wires.png
The bar under the picture is 20 µm long. Two of the layers only.
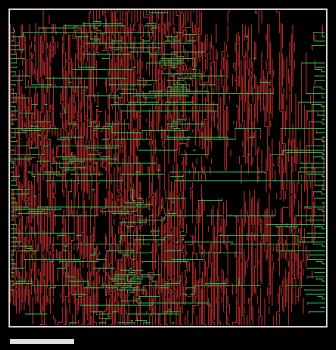
placement_by_type.png
The bar under the picture is 20 µm long. Fill, decap, tap and diode cells in gray.
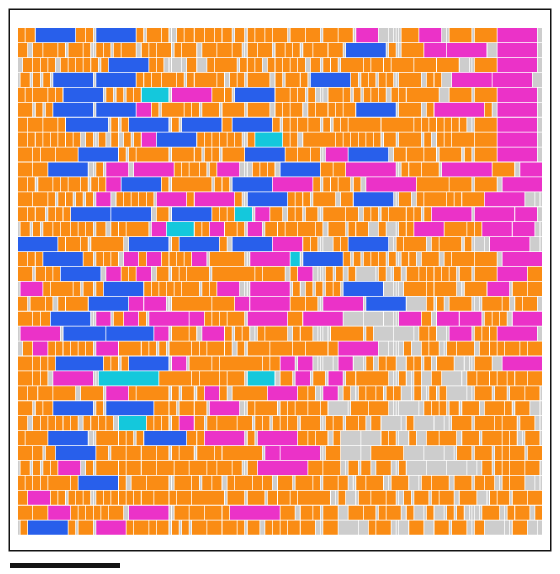
cell_density.png
10 x 10 tiles, from black (low) to pale yellow (high), 0 to 100% covered.
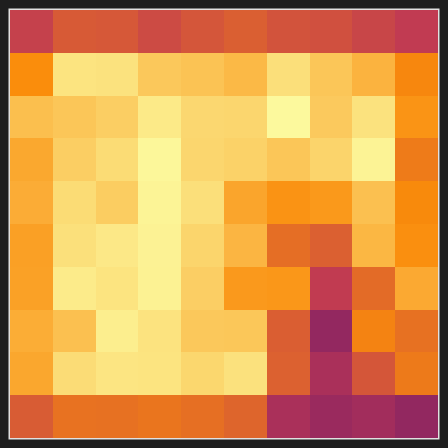
flops_by_reg.png
The bar under the picture is 20 µm long.
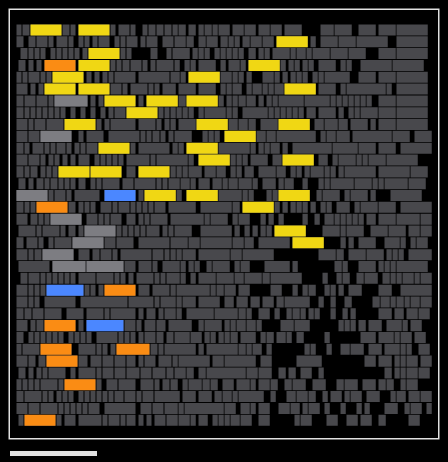
congestion.png
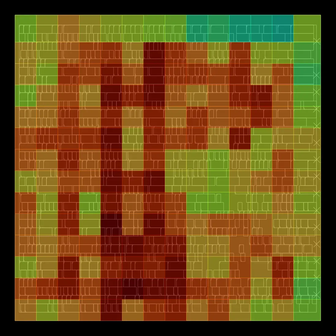
`src/rtl/dmem_arbiter_pkg.sv`:
```
// Shared types and sub-word formatting helpers for dmem_arbiter.
// Misalignment checking is used only when DMEM_ARBITER_MISALIGN_ERR_EN is defined.
package dmem_arbiter_pkg;

    typedef enum logic [1:0] {
        IDLE,
        ACCESS,
        RESP
    } state_t;

    localparam logic [2:0] F3_B  = 3'b000;
    localparam logic [2:0] F3_H  = 3'b001;
    localparam logic [2:0] F3_W  = 3'b010;
    localparam logic [2:0] F3_BU = 3'b100;
    localparam logic [2:0] F3_HU = 3'b101;

    function automatic logic [3:0] store_be(input logic [2:0] f3, input logic [1:0] off);
        case (f3)
            F3_B:    return 4'b0001 << off;
            F3_H:    return off[1] ? 4'b1100 : 4'b0011;
            default: return 4'b1111;
        endcase
    endfunction

    function automatic logic [31:0] store_lanes(input logic [2:0] f3, input logic [31:0] wd);
        case (f3)
            F3_B:    return {4{wd[7:0]}};
            F3_H:    return {2{wd[15:0]}};
            default: return wd;
        endcase
    endfunction

    function automatic logic [31:0] load_extract(input logic [2:0] f3, input logic [1:0] off,
                                                 input logic [31:0] word);
        logic [7:0]  b;
        logic [15:0] h;
        b = word[{off, 3'b000} +: 8];
        h = off[1] ? word[31:16] : word[15:0];
        case (f3)
            F3_B:    return {{24{b[7]}}, b};
            F3_BU:   return {24'b0, b};
            F3_H:    return {{16{h[15]}}, h};
            F3_HU:   return {16'b0, h};
            F3_W:    return word;
            default: return word;
        endcase
    endfunction

    // Unsigned codes are loads only; for stores they are reserved and act as words.
    function automatic logic misaligned(input logic we, input logic [2:0] f3, input logic [1:0] off);
        if (f3 == F3_B || (!we && f3 == F3_BU)) return 1'b0;
        if (f3 == F3_H || (!we && f3 == F3_HU)) return off[0];
        return off != 2'b00;
    endfunction

endpackage

```
`src/rtl/dmem_lane_fmt.sv`:
```
// Combinational store lane/byte-enable formatting and load extraction.
// With DMEM_ARBITER_MISALIGN_ERR_EN, misaligned accesses are suppressed and flagged.
module dmem_lane_fmt
    import dmem_arbiter_pkg::*;
(
    input  logic        we,
    input  logic [2:0]  funct3,
    input  logic [1:0]  off,
    input  logic [31:0] wdata,
    input  logic [31:0] mem_rdata,
    output logic [3:0]  be,
    output logic [31:0] lanes,
    output logic [31:0] rdata,
    output logic        err
);

`ifdef DMEM_ARBITER_MISALIGN_ERR_EN
    assign err = misaligned(we, funct3, off);
`else
    assign err = 1'b0;
`endif

    assign be    = (we && !err) ? store_be(funct3, off) : 4'b0000;
    assign lanes = store_lanes(funct3, wdata);
    assign rdata = (we || err) ? 32'h0 : load_extract(funct3, off, mem_rdata);

endmodule

```
`src/rtl/dmem_arbiter.sv`:
```
// Two-requester round-robin arbiter in front of a word-wide data memory with sub-word formatting.
// Define DMEM_ARBITER_MISALIGN_ERR_EN to report and suppress misaligned accesses.
module dmem_arbiter
    import dmem_arbiter_pkg::*;
#(
    parameter int DM_ADDRESS = 9,
    parameter int DATA_W     = 32
) (
    input  logic                  clk,
    input  logic                  reset,
    input  logic                  m0_req,
    input  logic                  m0_we,
    input  logic [DM_ADDRESS-1:0] m0_addr,
    input  logic [DATA_W-1:0]     m0_wdata,
    input  logic [2:0]            m0_funct3,
    output logic                  m0_gnt,
    output logic                  m0_rvalid,
    output logic [DATA_W-1:0]     m0_rdata,
    output logic                  m0_err,
    input  logic                  m1_req,
    input  logic                  m1_we,
    input  logic [DM_ADDRESS-1:0] m1_addr,
    input  logic [DATA_W-1:0]     m1_wdata,
    input  logic [2:0]            m1_funct3,
    output logic                  m1_gnt,
    output logic                  m1_rvalid,
    output logic [DATA_W-1:0]     m1_rdata,
    output logic                  m1_err,
    output logic [DM_ADDRESS-1:0] mem_addr,
    output logic                  mem_re,
    output logic [3:0]            mem_be,
    output logic [DATA_W-1:0]     mem_wdata,
    input  logic [DATA_W-1:0]     mem_rdata
);

    state_t                state;
    logic                  last_grant;
    logic                  win;
    logic [1:0]            gnt_q;
    logic [1:0]            rvalid_q;
    logic                  lat_we;
    logic [DM_ADDRESS-1:0] lat_addr;
    logic [DATA_W-1:0]     lat_wdata;
    logic [2:0]            lat_f3;

    logic                  any_req;
    logic                  pick;
    logic                  in_access;
    logic [3:0]            fmt_be;
    logic [DATA_W-1:0]     fmt_lanes;
    logic [DATA_W-1:0]     fmt_rdata;
    logic                  fmt_err;

    assign any_req = m0_req | m1_req;
    // On a tie the requester that did not win last time goes next.
    assign pick    = (m0_req && m1_req) ? ~last_grant : m1_req;

    always_ff @(posedge clk) begin
        if (reset) begin
            state      <= IDLE;
            last_grant <= 1'b1;
            win        <= 1'b0;
            gnt_q      <= '0;
            rvalid_q   <= '0;
            lat_we     <= 1'b0;
            lat_addr   <= '0;
            lat_wdata  <= '0;
            lat_f3     <= '0;
        end else begin
            gnt_q    <= '0;
            rvalid_q <= '0;
            case (state)
                IDLE, RESP: begin
                    if (any_req) begin
                        state      <= ACCESS;
                        win        <= pick;
                        last_grant <= pick;
                        gnt_q      <= pick ? 2'b10 : 2'b01;
                        lat_we     <= pick ? m1_we     : m0_we;
                        lat_addr   <= pick ? m1_addr   : m0_addr;
                        lat_wdata  <= pick ? m1_wdata  : m0_wdata;
                        lat_f3     <= pick ? m1_funct3 : m0_funct3;
                    end else begin
                        state <= IDLE;
                    end
                end
                ACCESS: begin
                    state    <= RESP;
                    rvalid_q <= win ? 2'b10 : 2'b01;
                end
                default: state <= IDLE;
            endcase
        end
    end

    dmem_lane_fmt u_fmt (
        .we        (lat_we),
        .funct3    (lat_f3),
        .off       (lat_addr[1:0]),
        .wdata     (lat_wdata),
        .mem_rdata (mem_rdata),
        .be        (fmt_be),
        .lanes     (fmt_lanes),
        .rdata     (fmt_rdata),
        .err       (fmt_err)
    );

    // Reset in the ACCESS cycle must squash the strobes before the state register clears.
    assign in_access = (state == ACCESS) && !reset;

    assign mem_addr  = in_access ? {lat_addr[DM_ADDRESS-1:2], 2'b00} : '0;
    assign mem_re    = in_access && !lat_we;
    assign mem_be    = in_access ? fmt_be : 4'b0000;
    assign mem_wdata = (in_access && lat_we) ? fmt_lanes : '0;

    assign m0_gnt    = gnt_q[0];
    assign m1_gnt    = gnt_q[1];
    assign m0_rvalid = rvalid_q[0];
    assign m1_rvalid = rvalid_q[1];
    assign m0_rdata  = rvalid_q[0] ? fmt_rdata : '0;
    assign m1_rdata  = rvalid_q[1] ? fmt_rdata : '0;
    assign m0_err    = rvalid_q[0] & fmt_err;
    assign m1_err    = rvalid_q[1] & fmt_err;

endmodule

```
`config.mk`:
```
export PLATFORM = sky130hd
export DESIGN_NAME = dmem_arbiter
export DESIGN_NICKNAME = d
export VERILOG_FILES = /design/src/rtl/dmem_arbiter_pkg.sv /design/src/rtl/dmem_lane_fmt.sv /design/src/rtl/dmem_arbiter.sv
export SDC_FILE = /design/constraint.sdc
export NUM_CORES = 1
export LEC_CHECK = 0
export ABC_AREA = 1
export CAP_MARGIN = 15
export CORE_UTILIZATION = 55
export CTS_CLUSTER_SIZE = 30
export DETAILED_ROUTE_END_ITERATION = 10
export DONT_BUFFER_PORTS = 1
export PLACE_DENSITY = 0.75
export SKIP_CTS_REPAIR_TIMING = 1
export SLEW_MARGIN = 20
export SYNTH_ARGS = -nofsm -noshare
export SYNTH_HDL_FRONTEND = slang
export SYNTH_HIERARCHICAL = 1
export SYNTH_SLANG_ARGS = --single-unit
```
`constraint.sdc`:
```
create_clock -name clk -period 1.7 [get_ports clk]
set_input_delay 0.34 -clock clk [delete_from_list [all_inputs] [get_ports clk]]
set_output_delay 0.34 -clock clk [all_outputs]
set_load 0.05 [all_outputs]
```
==> results.txt <==
Purpose: to document the outcome of synthesis and place and route.

Run status
The run finished, with violations left. The checks that failed: DRC, setup timing.

Route
The detailed router put a total of 7.864 mm of wire on met1. The remaining number of nets flagged by the antenna check after routing is 0. In this run the top signal layer used is met4. The wire length on met2 is ~10 mm. Per the detail_route report, DRC violations left total 15. The detailed router's first-iteration violation count is 804.

Final timing
Setup repair after global routing could not meet its margin everywhere. The final timing report gives a worst setup slack of -0.5769 ns. Setup violations remaining at the end of the flow were counted as about 110. The largest clock skew in the final design is 0.006788 ns. Per the timing report, the achievable frequency comes out to ~440 MHz.

Cells and area
The clock buffer instance count of the final layout is 5. The registers reported with the highest flop counts are lat_wdata (32), lat_addr (9), lat_f3 (3). The number of flip-flops and latches is 53.

The antenna diode count is 1. The layout has 106 buffers outside the clock class. The top cell types in the final layout, fill and taps aside, are sky130_fd_sc_hd__nand2_1, sky130_fd_sc_hd__nor2_1, sky130_fd_sc_hd__inv_1. The top register by number of flip-flops is lat_wdata. In the final layout, the multi-input gates occupy 0.003902 mm². The data-path buffer share of cell area in the final layout is between 10% and 20%. The number of fill cells in the layout is 463. The share of final-layout standard cells stronger than drive strength 1 is between 30 and 40%.

The final instance count without filler cells is between 1,000 and 1,500. The inverter count of the layout excluding clock inverters is 184.

Power and ir drop
Looking at the group totals, the largest power group turns out to be combinational logic. The combinational power reported by the tool is 0.00276 W. The power report lists cell-internal power as approximately 0.0028 W. The leakage dissipation is 3.201 nW. The fraction of power spent switching nets is a little under half. The net load switching power is 0.002374 W.

Total power for the finished layout comes to approximately 0.0052 W.

Setup path
Looking at the critical path, the single cell with the biggest stage delay is sky130_fd_sc_hd__dfxtp_4. The most critical setup path has its endpoint at m1_rdata[30]. The startpoint class of the critical path is a flip-flop. Traced cell by cell, the critical path runs through nor2_4, nand2_4, clkinv_4, nand3_4, buf_12, a21oi_2, nand2_1, clkinvlp_4. On the critical path the data arrives at 1.94 ns. The setup path with the least slack is of type flip-flop to primary output.

The depth of the critical timing path with buffers and inverters included is 8.

Place
RePlAce ended its routability-driven mode at a weighted congestion of roughly 0.9. The number of buffer cells added on primary ports is 0. Setup slack on the worst path after placement came out at -0.2181 ns. Counting tap cells, the placed design contains a total of between 1,000 and 1,500 instances.

Global route
Global routing used 4.255% of the available met3 tracks. The final global-route overflow total is 0.

Synth
The dominant synthesized flop cell is sky130_fd_sc_hd__dfxtp_1. The number of cells in Yosys stat is 977. The proportion of synthesized chip area in sequential cells is 20.75%. Of the total synthesized cell area, the portion taken by AND-OR and OR-AND cells is 15.34%. The number of enable-type register cells in the synthesized netlist is 0. Of the post-synthesis cell area, the dominant cell type holds 22.61%. The number of warnings printed during yosys synthesis is 6. For this run the top cell type by instance count after synthesis was sky130_fd_sc_hd__nand2_1. The chip area in the Yosys report is 0.005114 mm².

CTS
TritonCTS built the clock tree. Per the post-CTS timing run, clock transition at the registers of the reported paths is 0.10 ns. The insertion delay at the late pin of the worst-skew pair is 0.33 ns.

The buffer cell driving the clock tree root is sky130_fd_sc_hd__clkbuf_8. Counting the buffers created by CTS gives 5. Counting along the longest clock path gives a buffer depth of 2.

Die
The chip area is 0.009687 mm². The I/O pin total is 242. The tapcell count is 108.

The die span in x is 98.43 µm.

Job
The tally of max-capacitance violations is 0.

Worst hold path
The number of cells on the worst hold path is 1. The type of the most critical hold path is primary input to flip-flop.
About wires.png:
layer	color	wire length
metal 3	green	2,250 µm
metal 2	red	10,100 µm
routed wire length per instance: 18.83 µm
total number of vias: 6,661
All-Layer GR Usage: 32.86%
wire length after detailed routing: 21.26 mm

About placement_by_type.png:
class	color	cells	share of their area
clock drivers and dummy loads	cyan	8	1.5%
combinational and other logic	orange	853	64%
other buffers and delay cells	magenta	106	20%
flops	blue	53	14%
post-route cell area: 0.007716 mm²
number of rows created at floorplan: 34
flop share of the area: 13.95%

About cell_density.png:
mean over tiles	78%
fullest tile	99%
emptiest ninth of the die	south-east
post-route core utilization: 87.20%
area inside the core boundary: 0.008848 mm²

About flops_by_reg.png:
netlist name	color	flops
lat_wdata	yellow	32
lat_addr	orange	9
lat_f3	blue	3
not colored	9
flip-flop and latch power: 0.00149 W
register area: 0.001076 mm²

About congestion.png:
met2 usage: 55.15%
grt met1 use: 44.51%
layer carrying the most global-route usage: met2

Power and IR drop assume default switching activity.
